`src/rtl/seg7_scan_driver.sv`:
```
// Time-multiplexed hex 7-segment driver for common-anode displays.
// Scans NUM_DIGITS digits over one segment bus with blanking, dp, zero suppression and frame-aligned updates.
module seg7_scan_driver #(
  parameter int NUM_DIGITS = 4,
  parameter int SCAN_DIV   = 50000,
  parameter int BLANK_CYC  = 500
) (
  input  logic                    clk,
  input  logic                    reset_n,
  input  logic                    enable,
  input  logic                    load,
  input  logic [4*NUM_DIGITS-1:0] value,
  input  logic [NUM_DIGITS-1:0]   dp,
  input  logic                    lz_en,
  output logic [7:0]              leds,
  output logic [NUM_DIGITS-1:0]   digit_en,
  output logic                    frame_tick
);

  localparam int CW = (SCAN_DIV > 1) ? $clog2(SCAN_DIV) : 1;
  localparam int IW = (NUM_DIGITS > 1) ? $clog2(NUM_DIGITS) : 1;
  localparam logic [CW-1:0] CNT_LAST = CW'(SCAN_DIV - 1);
  localparam logic [IW-1:0] IDX_LAST = IW'(NUM_DIGITS - 1);

  logic [CW-1:0]           r_cnt;
  logic [IW-1:0]           r_idx;
  logic [4*NUM_DIGITS-1:0] r_disp_val;
  logic [NUM_DIGITS-1:0]   r_disp_dp;
  logic                    r_disp_lz;
  logic [4*NUM_DIGITS-1:0] r_pend_val;
  logic [NUM_DIGITS-1:0]   r_pend_dp;
  logic                    r_pend_lz;
  logic                    r_pend_flag;

  logic                    w_slot_end;
  logic                    w_frame_wrap;
  logic                    w_apply;
  logic                    w_lit;
  logic [NUM_DIGITS-1:0]   w_zero_above;
  logic [NUM_DIGITS-1:0]   w_anode;
  logic [7:0]              w_digit_code [NUM_DIGITS];

  function automatic logic [6:0] seg_decode(input logic [3:0] n);
    logic [6:0] s;
    case (n)
      4'h0: s = 7'h40;
      4'h1: s = 7'h79;
      4'h2: s = 7'h24;
      4'h3: s = 7'h30;
      4'h4: s = 7'h19;
      4'h5: s = 7'h12;
      4'h6: s = 7'h02;
      4'h7: s = 7'h78;
      4'h8: s = 7'h00;
      4'h9: s = 7'h10;
      4'hA: s = 7'h08;
      4'hB: s = 7'h03;
      4'hC: s = 7'h46;
      4'hD: s = 7'h21;
      4'hE: s = 7'h06;
      default: s = 7'h0E;
    endcase
    return s;
  endfunction

  assign w_slot_end   = (r_cnt == CNT_LAST);
  assign w_frame_wrap = enable & w_slot_end & (r_idx == IDX_LAST);
  // While dark there is no frame to tear, so pending data lands at once.
  assign w_apply      = (~enable | w_frame_wrap) & (r_pend_flag | load);

  generate
    if (BLANK_CYC == 0) begin : g_noblank
      assign w_lit = 1'b1;
    end else begin : g_blank
      assign w_lit = (r_cnt >= CW'(BLANK_CYC));
    end
  endgenerate

  // w_zero_above[i]: every nibble from i up to the top digit is zero.
  always_comb begin
    logic v_run;
    v_run        = 1'b1;
    w_zero_above = '0;
    for (int i = NUM_DIGITS - 1; i >= 0; i--) begin
      v_run           = v_run & (r_disp_val[4*i +: 4] == 4'h0);
      w_zero_above[i] = v_run;
    end
  end

  genvar gi;
  generate
    for (gi = 0; gi < NUM_DIGITS; gi++) begin : g_digit
      if (gi == 0) begin : g_units
        assign w_digit_code[gi] = {~r_disp_dp[gi], seg_decode(r_disp_val[4*gi +: 4])};
      end else begin : g_upper
        assign w_digit_code[gi] = (r_disp_lz && w_zero_above[gi]) ?
                                  {~r_disp_dp[gi], 7'h7F} :
                                  {~r_disp_dp[gi], seg_decode(r_disp_val[4*gi +: 4])};
      end
      assign w_anode[gi] = ~(w_lit && (r_idx == IW'(gi)));
    end
  endgenerate

  always_ff @(posedge clk or negedge reset_n) begin
    if (!reset_n) begin
      r_cnt      <= '0;
      r_idx      <= '0;
      leds       <= 8'hFF;
      digit_en   <= '1;
      frame_tick <= 1'b0;
    end else if (!enable) begin
      r_cnt      <= '0;
      r_idx      <= '0;
      leds       <= 8'hFF;
      digit_en   <= '1;
      frame_tick <= 1'b0;
    end else begin
      leds       <= w_digit_code[r_idx];
      digit_en   <= w_anode;
      frame_tick <= w_frame_wrap;
      if (w_slot_end) begin
        r_cnt <= '0;
        r_idx <= (r_idx == IDX_LAST) ? '0 : r_idx + 1'b1;
      end else begin
        r_cnt <= r_cnt + 1'b1;
      end
    end
  end

  always_ff @(posedge clk or negedge reset_n) begin
    if (!reset_n) begin
      r_disp_val  <= '0;
      r_disp_dp   <= '0;
      r_disp_lz   <= 1'b0;
      r_pend_val  <= '0;
      r_pend_dp   <= '0;
      r_pend_lz   <= 1'b0;
      r_pend_flag <= 1'b0;
    end else begin
      if (load) begin
        r_pend_val <= value;
        r_pend_dp  <= dp;
        r_pend_lz  <= lz_en;
      end
      if (w_apply) begin
        r_disp_val  <= load ? value : r_pend_val;
        r_disp_dp   <= load ? dp    : r_pend_dp;
        r_disp_lz   <= load ? lz_en : r_pend_lz;
        r_pend_flag <= 1'b0;
      end else if (load) begin
        r_pend_flag <= 1'b1;
      end
    end
  end

endmodule
```
`config.mk`:
```
export PLATFORM = sky130hd
export DESIGN_NAME = seg7_scan_driver
export DESIGN_NICKNAME = d
export VERILOG_FILES = /design/src/rtl/seg7_scan_driver.sv
export SDC_FILE = /design/constraint.sdc
export NUM_CORES = 1
export LEC_CHECK = 0
export CORE_MARGIN = 2
export CORE_UTILIZATION = 52
export CTS_BUF_LIST = sky130_fd_sc_hd__clkbuf_8 sky130_fd_sc_hd__clkbuf_16
export CTS_CLUSTER_DIAMETER = 150
export DETAILED_ROUTE_END_ITERATION = 7
export PLACE_DENSITY = 0.76
export SKIP_CTS_REPAIR_TIMING = 1
export SLEW_MARGIN = 20
export SYNTH_ARGS = -nofsm -noshare
export SYNTH_HDL_FRONTEND = slang
export SYNTH_SLANG_ARGS = --single-unit
```
`constraint.sdc`:
```
create_clock -name clk -period 2.1 [get_ports clk]
set_clock_uncertainty 0.05 [all_clocks]
set_input_delay 0.63 -clock clk [delete_from_list [all_inputs] [get_ports clk]]
set_output_delay 0.63 -clock clk [all_outputs]
set_load 0.05 [all_outputs]
```
==> images/registers.png <==
Scale: 4 px per um.
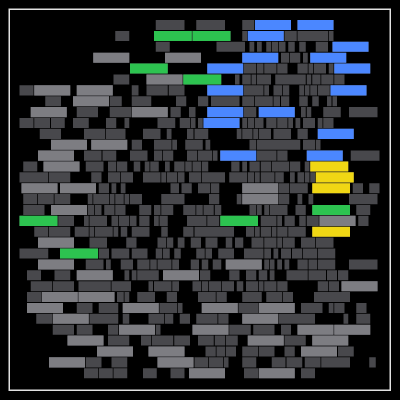
name in the netlist	colour	sequential cells
digit_en	yellow	4
r_cnt	blue	16
leds	green	8
not coloured	46
flip-flop and latch share of the layout cell area: 34.4%
FF/Latch Area: 1870 um^2
power attributed to sequential cells: 1750 uW
final core utilization: 67.0%

==> images/metal_stack.png <==
Scale: 4 px per um. Two of the layers only.
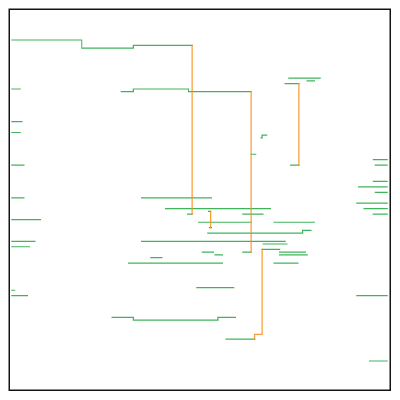
layer	colour	wire length
met4	orange	131 um
met3	green	430 um
aggregate global-route resource usage: 22.0%
vias after detailed routing: 3,183
routed wirelength normalized by instance count: 15.8 um
aggregate routed wire length: 9.12 mm

==> images/final_congestion.png <==
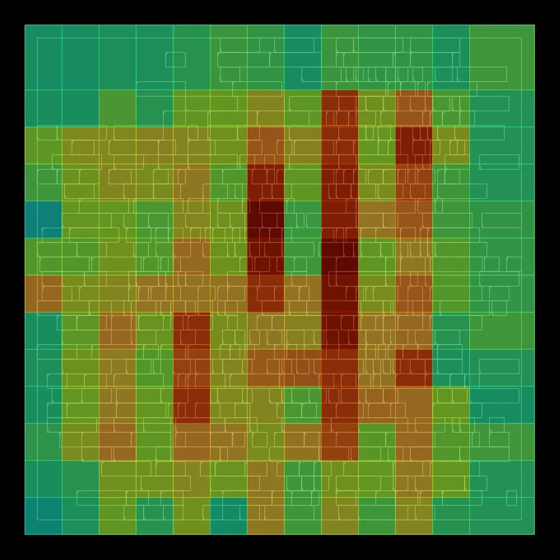
busiest metal layer after global routing: met2
M3 GR Usage: 4.71%

==> images/met1.png <==
Scale: 6 px per um. Supply wires on this layer in grey. Cells faint in the background.
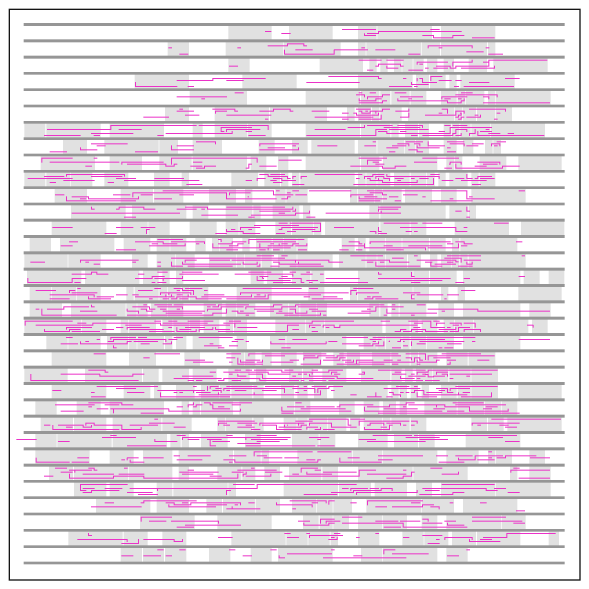
nets with wire on the layer	454
wire length on this layer	4,110 um
main direction	horizontal
GR Layer Usage met1: 29.1%

## placed cells by master (no fill, tap or decap), types with 7 or more instances in the layout
| cell type | n |
|---|---|
| a211oi_1 | 8 |
| a21oi_1 | 18 |
| buf_12 | 12 |
| buf_4 | 48 |
| clkbuf_8 | 10 |
| clkdlybuf4s50_1 | 23 |
| dfrtp_1 | 62 |
| dfstp_2 | 12 |
| ha_1 | 29 |
| inv_1 | 17 |
| mux2_2 | 26 |
| mux2_4 | 20 |
| mux2i_1 | 8 |
| nand2_1 | 25 |
| nand2b_1 | 7 |
| nand3_1 | 10 |
| nor2_1 | 32 |
| nor3_1 | 10 |
| xor2_1 | 7 |
## final cells by class
cell class,count,share of cell area (%)
Inverter,19,1.32
Clock inverter,6,1.20
Tap cell,105,2.42
Clock buffer,10,2.54
Sequential cell,74,34.4
Timing Repair Buffer,84,15.4
Multi-Input combinational cell,279,42.7
## worst reg2reg max path: cells and delay by family, from the launching register on
family                 cells  cell delay (ps)
AOI/OAI and AO/OA          1              240
buffers and inverters      1              170
DFF                        1              420
muxes                      1              300
and+or+nand+nor            3              780
## final timing paths
check / from / to / slack [ps] / cells past startpoint
max: r_cnt[12] / r_disp_val[10] / 20 / 6
min in group clk: r_pend_val[9] / r_pend_val[9] / 450 / 1
min reg2reg: r_pend_val[9] / r_pend_val[9] / 450 / 1
max in group asynchronous: reset_n / digit_en[1] / 1400 / 2
max reg2reg: r_cnt[12] / r_disp_val[10] / 20 / 6
min: reset_n / r_pend_val[13] / 250 / 2
## registers in the layout, indices dropped and copies added (netlist names)
signal and cells:
frame_tick 1, r_pend_dp 4, r_idx 2, r_pend_flag 1, r_pend_val 16, leds 8, r_cnt 16, digit_en 4
r_disp_val 16, r_disp_dp 4, r_disp_lz 1, r_pend_lz 1
==> reports/results.ini <==
[sta]
final.setup.worst_slack_ps = 23.3
setup-tns-final_ps = 0
max_clock_freq_mhz = 482
normalized_max_slew_margin_pct = 68.2

[worst_setup_path]
crit_arrival_ps = 2260
worst_setup_path_end_kind = flop
worst_path_dominant_cell_family = simple AND/OR/NAND/NOR gates

[synthesis]
xor_share_pct = 2.65
synth.mux.area_fraction_pct = 16.2
synthesis.area_per_instance_um2 = 10.9
ys_sh_simple_pct = 13.2
cell_area_after_synthesis_um2 = 4300
ys.flop_type = dfrtp_1

[routing]
drt_iter0_markers = 239
post-route-drc-count = 0

[clocking]
clock_latency_ps = 350
cts_inserted_buffers = 9

[job]
cap_violations = 0

[cells_and_area]
drive_above_1_share_pct = 32.2

[power]
p_leak_uw = 0.00241
clk_network_pwr_share_pct = 26.3
top_power_group = registers

[floorplanning]
design.die.area_um2 = 9000

[outcome]
run_status = finished clean

Power is estimated from default activity; no workload was simulated.
